Fig. 1: M1 wires
Scale: 3 px per µm. Supply wires on this layer in grey. Cells faint in the background.
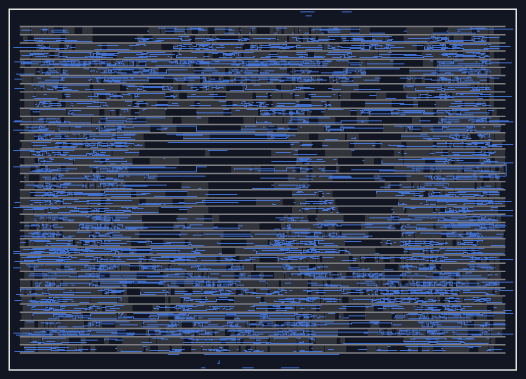
Fig. 2: met2 routing
Scale: 3 px per µm.
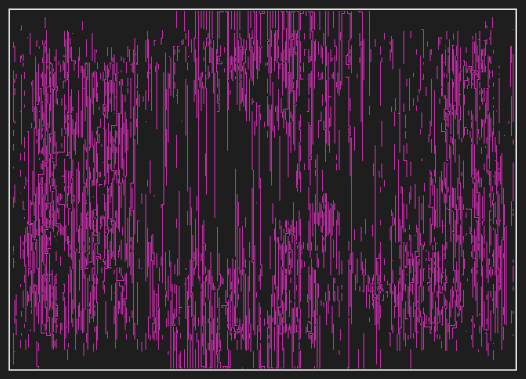
### config.mk
export PLATFORM = sky130hd
export DESIGN_NAME = kf_frame_sequencer
export DESIGN_NICKNAME = d
export VERILOG_FILES = /design/src/rtl/kf_frame_sequencer.sv
export SDC_FILE = /design/constraint.sdc
export NUM_CORES = 1
export LEC_CHECK = 0
export ABC_AREA = 1
export CORE_ASPECT_RATIO = 0.7
export CORE_MARGIN = 3
export CORE_UTILIZATION = 41
export DETAILED_ROUTE_END_ITERATION = 7
export PLACE_DENSITY = 0.84
export SLEW_MARGIN = 10
export SYNTH_ARGS = -nofsm -noshare
export SYNTH_HDL_FRONTEND = slang
export SYNTH_SLANG_ARGS = --single-unit
### constraint.sdc
create_clock -name clk -period 1.4 [get_ports clk]
set_input_delay 0.28 -clock clk [delete_from_list [all_inputs] [get_ports clk]]
set_output_delay 0.28 -clock clk [all_outputs]
set_load 0.02 [all_outputs]
### src/rtl/kf_frame_sequencer.sv
// kf_frame_sequencer
// ------------------
// Launching-side sequencer for the 2x2 fixed-point Kalman core (top_kf).
// Accepts one measurement frame per iteration on a valid/ready stream and
// presents the frame and the current state estimate to the core. It then
// pulses kf_start once and waits for kf_done. The posterior is captured,
// delivered on an output stream, and fed back as the next prior state.
// A frame whose done never arrives is abandoned after TIMEOUT_CYC wait
// cycles.
//
// Optional build macro: KF_SEQ_LAT_CHECK_EN
//   When defined, adds the sticky output lat_err. It flags a kf_done that
//   arrives at any wait count other than EXP_LAT-1.
//
// Ports
//   clk, rst_n                 clock (posedge), async active-low reset
//   init_load, init_x0/x1      load the initial state (honoured in IDLE only)
//   meas_valid/ready, meas_z*  measurement frame stream in
//   kf_start                   one-cycle launch pulse to top_kf
//   kf_x*0_prev, kf_z*0        registered operands to top_kf
//   kf_done, kf_X*0_post       completion and posterior from top_kf
//   out_valid/ready, out_x*    posterior result stream out
//   busy                       sequencer not idle
//   err_timeout                sticky frame-timeout flag
//   frame_cnt                  delivered frame count (wraps)
//   lat_err                    sticky latency mismatch (macro build only)

module kf_frame_sequencer #(
  parameter int N           = 20,
  parameter int FRAC        = 10,
  parameter int EXP_LAT     = 34,
  parameter int TIMEOUT_CYC = 48,
  parameter int CNT_W       = 16
) (
  input  logic                 clk,
  input  logic                 rst_n,
  input  logic                 init_load,
  input  logic [N-1:0]         init_x0,
  input  logic [N-1:0]         init_x1,
  input  logic                 meas_valid,
  output logic                 meas_ready,
  input  logic [N-1:0]         meas_z0,
  input  logic [N-1:0]         meas_z1,
  output logic                 kf_start,
  output logic [N-1:0]         kf_x00_prev,
  output logic [N-1:0]         kf_x10_prev,
  output logic [N-1:0]         kf_z00,
  output logic [N-1:0]         kf_z10,
  input  logic                 kf_done,
  input  logic [N-1:0]         kf_X00_post,
  input  logic [N-1:0]         kf_X10_post,
  output logic                 out_valid,
  input  logic                 out_ready,
  output logic [N-1:0]         out_x0,
  output logic [N-1:0]         out_x1,
  output logic                 busy,
  output logic                 err_timeout,
  output logic [CNT_W-1:0]     frame_cnt
`ifdef KF_SEQ_LAT_CHECK_EN
  ,
  output logic                 lat_err
`endif
);

  // Wait counter must be able to hold TIMEOUT_CYC-1.
  localparam int CW = $clog2(TIMEOUT_CYC + 1);

  // Reject configurations where a nominal done would already be a timeout,
  // or where the Q format has no integer bits.
  generate
    if ((TIMEOUT_CYC <= EXP_LAT) || (FRAC >= N)) begin : g_bad_cfg
      $error("kf_frame_sequencer: need TIMEOUT_CYC > EXP_LAT and FRAC < N");
    end
  endgenerate

  typedef enum logic [1:0] {
    ST_IDLE   = 2'd0,
    ST_LAUNCH = 2'd1,
    ST_WAIT   = 2'd2,
    ST_OUT    = 2'd3
  } state_t;

  state_t          state_r;
  state_t          state_nxt_s;
  logic [CW-1:0]   cnt_r;
  logic [N-1:0]    x0_r;
  logic [N-1:0]    x1_r;
  logic            meas_ready_s;
  logic            accept_s;
  logic            done_s;
  logic            timeout_s;
  logic            deliver_s;

  // State register.
  always_ff @(posedge clk or negedge rst_n) begin
    if (!rst_n) begin
      state_r <= ST_IDLE;
    end else begin
      state_r <= state_nxt_s;
    end
  end

  // Next-state decode and per-cycle event strobes.
  always_comb begin
    state_nxt_s  = state_r;
    meas_ready_s = 1'b0;
    accept_s     = 1'b0;
    done_s       = 1'b0;
    timeout_s    = 1'b0;
    deliver_s    = 1'b0;
    case (state_r)
      ST_IDLE: begin
        // init_load wins over a pending frame: the frame waits one cycle
        // and then launches with the freshly loaded state.
        meas_ready_s = !init_load;
        if (meas_valid && !init_load) begin
          accept_s    = 1'b1;
          state_nxt_s = ST_LAUNCH;
        end else begin
          state_nxt_s = ST_IDLE;
        end
      end
      ST_LAUNCH: begin
        state_nxt_s = ST_WAIT;
      end
      ST_WAIT: begin
        if (kf_done) begin
          done_s      = 1'b1;
          state_nxt_s = ST_OUT;
        end else if (cnt_r == CW'(TIMEOUT_CYC - 1)) begin
          timeout_s   = 1'b1;
          state_nxt_s = ST_IDLE;
        end else begin
          state_nxt_s = ST_WAIT;
        end
      end
      ST_OUT: begin
        if (out_ready) begin
          deliver_s   = 1'b1;
          state_nxt_s = ST_IDLE;
        end else begin
          state_nxt_s = ST_OUT;
        end
      end
      default: begin
        state_nxt_s = ST_IDLE;
      end
    endcase
  end

  assign meas_ready = meas_ready_s;
  assign kf_start   = (state_r == ST_LAUNCH);
  assign busy       = (state_r != ST_IDLE);

  // Wait counter: zeroed on the launch edge, counts each WAIT cycle
  // without done.
  always_ff @(posedge clk or negedge rst_n) begin
    if (!rst_n) begin
      cnt_r <= {CW{1'b0}};
    end else if (state_r == ST_LAUNCH) begin
      cnt_r <= {CW{1'b0}};
    end else if ((state_r == ST_WAIT) && !done_s && !timeout_s) begin
      cnt_r <= cnt_r + CW'(1);
    end else begin
      cnt_r <= cnt_r;
    end
  end

  // State estimate: loaded by init_load in IDLE, replaced by each posterior.
  always_ff @(posedge clk or negedge rst_n) begin
    if (!rst_n) begin
      x0_r <= {N{1'b0}};
      x1_r <= {N{1'b0}};
    end else if ((state_r == ST_IDLE) && init_load) begin
      x0_r <= init_x0;
      x1_r <= init_x1;
    end else if (done_s) begin
      x0_r <= kf_X00_post;
      x1_r <= kf_X10_post;
    end else begin
      x0_r <= x0_r;
      x1_r <= x1_r;
    end
  end

  // Core operands: captured at frame acceptance and held until the next
  // frame, so they are stable from LAUNCH through done.
  always_ff @(posedge clk or negedge rst_n) begin
    if (!rst_n) begin
      kf_x00_prev <= {N{1'b0}};
      kf_x10_prev <= {N{1'b0}};
      kf_z00      <= {N{1'b0}};
      kf_z10      <= {N{1'b0}};
    end else if (accept_s) begin
      kf_x00_prev <= x0_r;
      kf_x10_prev <= x1_r;
      kf_z00      <= meas_z0;
      kf_z10      <= meas_z1;
    end else begin
      kf_x00_prev <= kf_x00_prev;
      kf_x10_prev <= kf_x10_prev;
      kf_z00      <= kf_z00;
      kf_z10      <= kf_z10;
    end
  end

  // Output stream: posterior captured on done, held until accepted.
  always_ff @(posedge clk or negedge rst_n) begin
    if (!rst_n) begin
      out_valid <= 1'b0;
      out_x0    <= {N{1'b0}};
      out_x1    <= {N{1'b0}};
      frame_cnt <= {CNT_W{1'b0}};
    end else if (done_s) begin
      out_valid <= 1'b1;
      out_x0    <= kf_X00_post;
      out_x1    <= kf_X10_post;
      frame_cnt <= frame_cnt;
    end else if (deliver_s) begin
      out_valid <= 1'b0;
      out_x0    <= out_x0;
      out_x1    <= out_x1;
      frame_cnt <= frame_cnt + CNT_W'(1);
    end else begin
      out_valid <= out_valid;
      out_x0    <= out_x0;
      out_x1    <= out_x1;
      frame_cnt <= frame_cnt;
    end
  end

  // Sticky timeout flag; only reset clears it.
  always_ff @(posedge clk or negedge rst_n) begin
    if (!rst_n) begin
      err_timeout <= 1'b0;
    end else if (timeout_s) begin
      err_timeout <= 1'b1;
    end else begin
      err_timeout <= err_timeout;
    end
  end

`ifdef KF_SEQ_LAT_CHECK_EN
  // Sticky latency flag: done accepted at an unexpected wait count.
  always_ff @(posedge clk or negedge rst_n) begin
    if (!rst_n) begin
      lat_err <= 1'b0;
    end else if (done_s && (cnt_r != CW'(EXP_LAT - 1))) begin
      lat_err <= 1'b1;
    end else begin
      lat_err <= lat_err;
    end
  end
`endif

endmodule

==> run summary <==
run status - finished, violations left
failing checks - negative setup slack
DR top layer - met4
FP Util - 43.0%
FF-to-FF End - kf_x10_prev[16]$_DFFE_PN0P_
synthesis area per yosys - 7580 µm²
Syn Nets - 984
synthesized area per cell - 8.86 µm²
Synth Warn # - 0
post-CTS sizing - 455
met1 Use GR - 30.3%
drt pass-1 iters - 5
Synth Instances - 856
met1 wire length - 11000 µm
final setup violating endpoints - 172
final worst path period share - 112%
Crit Path Class - register to output pin
maxcap violations - 0
Worst EP arrival - 1.29 ns
Slew @ Worst Pin - 0.373 ns
Clock-cell share - 4.78%
DRT antenna net count - 0
Layout Cells excl Fill - 1434
logic area - 3350 µm²
most instantiated logic cells after routing - 269 x nand2_1, 185 x dfrtp_1, 123 x clkdlybuf4s50_1, 115 x nand3_1, 89 x nand2_2
Critical Path RT - 1.12 ns
Non-CTS buffers - 354
Layout Nets - 1318
clk root buf - clkbuf_16
WL final - 27900 µm
final hold viol count - 0
Comb gates - 598
Setup crit start - state_r[0]$_DFF_PN0_
Tmin final - 1.57 ns
row count - 40
HPWL Detailed - 16600 µm
floorplan core area - 17600 µm²
synthesis-to-layout area growth - 67.2%
unrepaired setup endpoints after global routing - true
clk buf depth - 2
fillers - 1225
tapcell count - 231
leakage power - 6.48 nW
Final WS setup - -0.174 ns
drt wl/cell - 19.5 µm
ys cells - 856
CP Capture Type - output pin
first-pass GRT wire length - 38500 µm
synthesized area - 7580 µm²
Worst-path clk slew - 0.08 ns
number of distinct library cells after synthesis - 27
met2 GRT Util - 38.7%
dominant class by area - registers
number of synthesized flops with an enable pin - 0
initial antenna violation count - 0
Synth Seq Share - 61.4%
Post-CTS Setup Bufs - 11
GR Overflow Total - 0
Die Span X - 169 µm
clk latency late pin - 0.42 ns
worst r2r src - state_r[0]$_DFF_PN0_
vias in the first global route - 7302
Finished Cell Area - 12700 µm²
final setup TNS - -18.02 ns
vias per cell - 5.23
chip area - 20200 µm²
total clock sinks - 186
About Fig. 1:
longest straight run	45.1 µm
nets with wire on the layer	1143
main direction	horizontal

About Fig. 2:
longest straight run	63.1 µm
main direction	vertical
wire length on this layer	13500 µm

-- flip-flops by register name, summed over array words and instances, names as in the netlist --
register     flops
out_valid        1
err_timeout      1
out_x1          20
kf_x10_prev     20
kf_z00          20
x1_r            20
kf_x00_prev     20
state_r          2
kf_z10          20
cnt_r            6
frame_cnt       16
x0_r            20
out_x0          20
-- power breakdown --
part           switching, mW  total [mW]  internal [mW]  leakage [nW]
clock network           2.40        4.98           2.58         0.295
registers               1.67        9.35           7.69          2.32
logic                   7.43        13.1           5.65          3.86
-- synthesized netlist by cell type, types with 3 or more instances --
| cell type | instances | share of area (%) |
|---|---|---|
| clkbuf_1 | 18 | 0.89 |
| inv_2 | 5 | 0.25 |
| buf_2 | 12 | 0.79 |
| nand4_1 | 4 | 0.33 |
| nor2_1 | 20 | 0.99 |
| o21ai_0 | 7 | 0.46 |
| xnor2_1 | 7 | 0.81 |
| inv_1 | 28 | 1.4 |
| o211ai_1 | 3 | 0.30 |
| nand2_1 | 404 | 20 |
| xor2_1 | 5 | 0.58 |
| nand3_1 | 129 | 8.5 |
| dfrtp_1 | 186 | 61 |
| nand2_2 | 4 | 0.33 |
| buf_4 | 9 | 0.89 |
-- cells by family (layout without fill, tap and decap cells) --
logic type | Yosys count | after routing | share of synthesized area [%]
buffers and inverters | 74 | 419 | 4.51
adder cells (fa/ha/maj) | 2 | 2 | 0.330
multiplexers | 1 | 1 | 0.132
XOR/XNOR | 12 | 12 | 1.39
flip-flops | 186 | 186 | 61.4
AND-OR/OR-AND | 11 | 11 | 0.891
AND/OR/NAND/NOR | 570 | 572 | 31.4
-- worst max-delay path, stage by stage (launching register included) --
cell and delay (ns):
dfrtp_1 0.41, nor2_2 0.15, inv_2 0.09, buf_6 0.12, buf_6 0.12
Power and IR drop assume default switching activity.
